==> config.mk <==
export PLATFORM = sky130hd
export DESIGN_NAME = ps2_scan_receiver_flat
export DESIGN_NICKNAME = d
export VERILOG_FILES = /design/src/rtl/ps2_scan_receiver_if.sv /design/src/rtl/ps2_scan_receiver.sv /design/src/flat_wrapper.sv
export SDC_FILE = /design/constraint.sdc
export NUM_CORES = 1
export LEC_CHECK = 0
export ABC_AREA = 1
export CORE_MARGIN = 5
export CORE_UTILIZATION = 39
export CTS_CLUSTER_DIAMETER = 40
export DETAILED_ROUTE_END_ITERATION = 6
export HOLD_SLACK_MARGIN = 0.15
export PLACE_DENSITY = 0.66
export SLEW_MARGIN = 30
export SYNTH_ARGS = -nofsm -noshare
export SYNTH_HDL_FRONTEND = slang
export SYNTH_SLANG_ARGS = --single-unit
==> constraint.sdc <==
create_clock -name clk -period 2.3 [get_ports clk]
set_clock_uncertainty 0.15 [all_clocks]
set_input_delay 0.23 -clock clk [delete_from_list [all_inputs] [get_ports clk]]
set_output_delay 0.23 -clock clk [all_outputs]
set_load 0.01 [all_outputs]
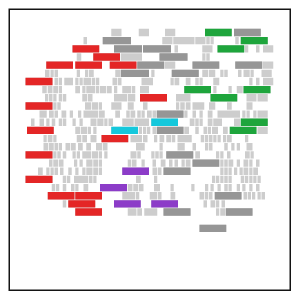
**Above:** run 1 (sequential cells coloured by netlist name).
(3 px per um) Other sequential cells in the stronger grey, the rest of the logic in the fainter grey.
legend:
  u_core.state_q:
    colour: cyan
    placed_flops: 2
  u_core.bit_cnt_q:
    colour: purple
    placed_flops: 4
  u_core.to_cnt_q:
    colour: red
    placed_flops: 16
  u_core.out_if.scan:
    colour: green
    placed_flops: 8
not coloured: 19
Final Util: 44.8%
Flop+latch power: 1.14 mW

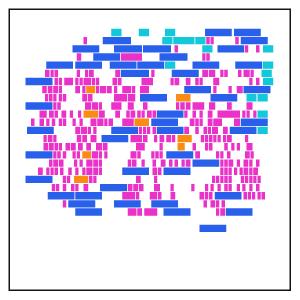
**Above:** run 1 (placement by cell class).
(3 px per um)
legend:
  remaining buffers and delay cells:
    colour: cyan
    cells: 16
  remaining logic cells:
    colour: magenta
    cells: 303
  registers:
    colour: blue
    cells: 49
  clock drivers and dummy loads:
    colour: orange
    cells: 8
fin area: 0.00303 mm2
cell row count: 30
core area: 0.00676 mm2
Seq/total area: 40.7%

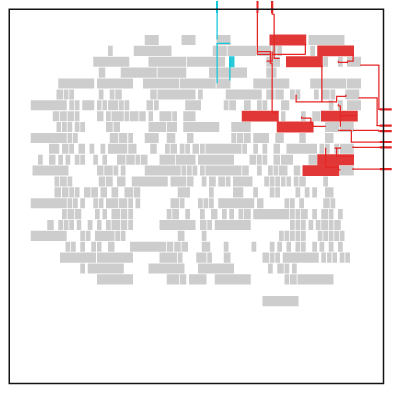
**Above:** run 1 (I/O nets highlighted).
(4 px per um)
legend:
  out_if_scan:
    colour: red
    direction: output
    edge: 6 right, 2 top
    end_cells: 8
    wire: 191 um
  reset:
    colour: cyan
    direction: input
    edge: top
    end_cells: 1
    wire: 24.8 um
# IOs: 15
PortBufs: 14

==> notes.md, run 1 <==
run metrics: post-CTS sizing=0, xor/xnor share=1.30%, Non-Filler Instances=456, register area=0.00123 mm2, multi-input gate count=246, final setup fails=0, n_diodes=0, height of the die=roughly 93 um, internal power=1.53 mW, total grt overflow=0, flip-flops with a built-in enable=0, drt pass-1 iters=4, Slew HR=69.8%, clk sink count=49, Nets=roughly 380, vias in the first global route=2330, Detail Route met3 WL=about 200 um, fa+ha+maj area frac=1.39%, post-route minimum period=2040 ps, P_sw=1.23 mW, yosys cell count=around 360, Comb power frac=approximately two fifths, Yosys top cell by area=dfrtp_1, tool warning count=27, Clock power frac=19.4%, instance tally after logic synthesis=approximately 360, detailed-placement wirelength estimate=~4200 um, cell breakdown of the critical path=inv_1, nor2_4, nand2_1, a21oi_1, nand2_2, inv_2, nand2_1, o21ai_0, inv_1, layout cell share with drive strength beyond 1=7.18%, detailed-route via count=2357, Top cell area share=40.8%, Setup CP Type=register to register, synth unique cells=33, # hold bufs at CTS=1, Critical Path AT=approximately 2100 ps, gpl congestion=0.909, GR Util met2=25.7%, max-slew violations=0, MI comb area=0.00121 mm2, crit share post-route=88.8%, Avg Cell Area, Syn=between 7 and 8 um2, Filler Cells Inserted=682, Post-route DRC=0, Critical Path RT=approximately 2400 ps, Yosys Chip Area=about 0.0027 mm2, Post-synth top cells=102 x nand2_1, 54 x inv_1, 44 x dfrtp_1, status=finished clean, DR top layer=met4, non-clock buffer instance count of the final layout=16, Final clock-cell share=3.10%, crit end category=register, Comb area share=40.1%, Top power group=sequential cells, dominant register cell=dfrtp_1, most used routing layer=met2, CLK BUF=5, yosys simple share=33.2%, largest net degree at the start of global routing=50, final hold vios=0, AND-OR/OR-AND Cells, Area Fraction=8.99%, MaxCap Viol Count=0, number of synthesis warnings=0, post-synthesis async set-or-reset flop share=100%, area delta synth->final=12.1%, global-route wire length before repair=10200 um, Signal inverters=57, top-count cell post-synth=nand2_1, # Taps=80, placed cells=447, post-route ant nets=0, full die area=around 0.0087 mm2, flops out of synthesis=49, Least-Margin Pin Slew=454 ps, pwr/cell area=between 900 and 1000 mW/mm2, Late-Pin Clk Latency=approximately 310 ps, largest class=flip-flops and latches, register share after synthesis=45.7%, via/cell ratio=5.17, setup_tns=0 ps, Fin Hold WS=167 ps, WHS Path Cells=1, CTS Buffer Depth=2, fmax=0.490 GHz, startpoint types=register, Commonest Layout Cell=nand2_1, clk pwr=0.536 mW, HP Class=input port to register, initial DRC count=between 100 and 150, Sw Ratio=44.6%, static leakage=between 1 and 1.5 nW, Seq pwr share=41.2%, Flops=between 40 and 50, Slowest-stage cell, CP=dfstp_2, H-Tree Depth=2, initial antenna violation count=0, Horiz. Die Dim=93.2 um, CP max FO=13, Worst R2R Path Depth=9, Top logic family=simple AND/OR/NAND/NOR gates, floorplan utilization=39.9%, total wire length=5750 um, Post-CTS Setup Repair Bufs=0, comb pwr=between 1 and 1.5 mW, FF-to-FF setup slack=260 ps, Mapped Area=0.00270 mm2
run 1: per-stage QoR:
| step | util [%] | area (um2) | power (mW) | worst slack (ps) |
|---|---|---|---|---|
| 4_1_cts | 44.8 | 3030 | 2.77 | 275 |
| 3_5_place_dp | 43.2 | 2920 | 2.22 | 302 |
| 3_3_place_gp | 43.2 | 2920 | 2.19 | 345 |
| 6_report | 44.8 | 3030 | 2.76 | 258 |
| 5_1_grt | 44.8 | 3030 | 2.99 | 121 |
| 2_1_floorplan | - | 2700 | 2.00 | 598 |
run 1: worst max-delay path, delay by kind of cell, from the launching register on:
family                 cells  cell delay [ps]
AND/OR/NAND/NOR            4              590
flip-flops                 1              520
buffers and inverters      3              350
AND-OR/OR-AND              2              330
**Run 1: clock distribution**

(3 px per um)
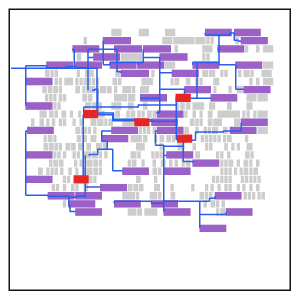

==> run 2, diff against run 1 <==
RECOVER_POWER = 25   (was not set)
SKIP_CTS_REPAIR_TIMING = 1   (was not set)
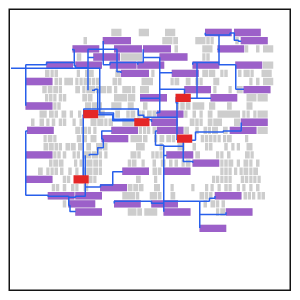
**Above:** run 2 (clock distribution).
(3 px per um)
legend:
  flip-flops:
    colour: purple
    count: 49
  clock wires:
    colour: blue
    length: 620 um
  clock-net drivers:
    colour: red
    count: 5
routed clock nets: 6
clk pwr: 0.538 mW
Clock power frac: 19.6%
Late-Pin Clk Latency: 310 ps

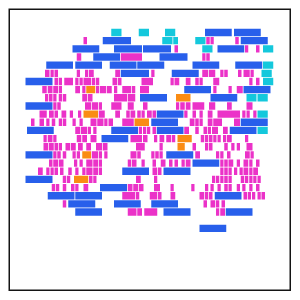
**Above:** run 2 (placement by cell class).
(3 px per um)
legend:
  clock drivers and dummy loads:
    colour: orange
    cells: 8
  registers:
    colour: blue
    cells: 49
  remaining buffers and delay cells:
    colour: cyan
    cells: 15
  remaining logic cells:
    colour: magenta
    cells: 303
fin area: 0.00300 mm2
Seq/total area: 41.1%
Final Util: 44.4%

==> run 2 against run 1 <==
Net effect: fmax increased by 0.50%; setup slack better by 10 ps; sequential share of layout area is 0.34 points higher; critical endpoint unchanged; highest routed layer unchanged.
==> notes.md, run 2 <==
run metrics: final hold vios=0, post-synthesis async set-or-reset flop share=100%, Top power group=sequential cells, gpl congestion=0.909, top-count cell post-synth=nand2_1, Post-route DRC=0, full die area=0.00868 mm2, flops out of synthesis=49, Comb power frac=about two fifths, pwr/cell area=916 mW/mm2, crit path buf inv count=3, Mapped Area=0.00270 mm2, dominant register cell=dfrtp_1, vias in the first global route=between 2000 and 2500, CP max FO=13, max-slew violations=0, comb pwr=1.08 mW, global-route wire length before repair=10200 um, register share after synthesis=a little under half, clk sink count=49, number of flip-flops in the largest register=16, Crit path depth=9, fmax=0.492 GHz, via/cell ratio=5.16, PortBufs=14, Sw Ratio=approximately 45%, CTS Buffer Depth=2, HP Class=register to register, tool warning count=27, internal power=1.52 mW, # IOs=15, Horiz. Die Dim=93.2 um, Avg Cell Area, Syn=7.54 um2, GR Util met2=around 26%, floorplan utilization=39.9%, Nets=381, total wire length=5700 um, setup_tns=0 ps, final setup fails=0, Detail Route met3 WL=185 um, P_sw=between 1 and 1.5 mW, yosys cell count=358, Slowest-stage cell, CP=dfstp_2, Pwr Total=2.75 mW, flip-flops with a built-in enable=0, drt pass-1 iters=4, Least-Margin Pin Slew=1190 ps, cell row count=30, Yosys Chip Area=0.00270 mm2, initial DRC count=132, layout cell share with drive strength beyond 1=6.93%, Setup CP Type=register to register, detailed-placement wirelength estimate=4160 um, WHS Path Cells=0, height of the die=between 90 and 100 um, number of synthesis warnings=0, cell breakdown of the critical path=inv_1, nor2_4, nand2_1, a21oi_1, nand2_2, inv_2, nand2_1, o21ai_0, inv_1, core area=between 0.006 and 0.007 mm2, n_diodes=0, static leakage=1.46 nW, Top delay family on crit path=simple AND/OR/NAND/NOR gates, largest net degree at the start of global routing=50, FF-to-FF setup slack=270 ps, instance tally after logic synthesis=358, area delta synth->final=11.2%, synth unique cells=33, Critical Path RT=around 2400 ps, dpl cell area=~0.0029 mm2, fin worst setup slack=268 ps, post-route ant nets=0, Top cell area share=40.8%, Critical Path AT=2080 ps, Commonest Layout Cell=nand2_1, Seq pwr share=around two fifths, crit share post-route=88.3%, total grt overflow=0, placed cells=447, initial antenna violation count=0, Non-Filler Instances=between 400 and 500, status=finished clean, startpoint types=register, Slew HR=20.6%, Peak VDD IR=between 0.3 and 0.4 mV, post-route minimum period=2030 ps, Fin Hold WS=212 ps, Worst R2R Path Depth=9, Post-synth top cells=102 x nand2_1, 54 x inv_1, 44 x dfrtp_1, DR top layer=met4, DP Worst Slack=around 300 ps, largest stage delay on the critical path=520 ps, Yosys top cell by area=dfrtp_1, Flop+latch power=1.14 mW, H-Tree Depth=2, routed wl met2=between 2000 and 3000 um, most used routing layer=met2
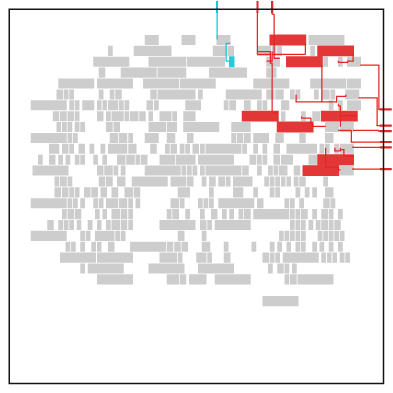
**Above:** run 2 (I/O nets highlighted).
(4 px per um)
legend:
  reset:
    colour: cyan
    direction: input
    edge: top
    end_cells: 1
    wire: 13.2 um
  out_if_scan:
    colour: red
    direction: output
    edge: 6 right, 2 top
    end_cells: 8
    wire: 191 um

## run 2: cell type report
class / instances / area [um2]
fillers: 685 / 3760
flip-flops and latches: 49 / 1230
multi-input cells: 246 / 1210
inverters: 57 / 216
repair buffers: 15 / 145
well taps: 80 / 100
clock buffers: 5 / 68.8
clock inverters: 3 / 25.0
## run 2: kinds of logic (layout without fill, tap and decap cells)
logic type / after synthesis / after routing / synth area share, %
AND-OR/OR-AND: 45 / 45 / 8.99
XOR/XNOR: 4 / 4 / 1.30
adder cells (fa/ha/maj): 3 / 3 / 1.39
buffers and inverters: 63 / 80 / 9.41
flip-flops: 49 / 49 / 45.7
AND/OR/NAND/NOR: 194 / 194 / 33.2
Power and IR drop assume default switching activity.
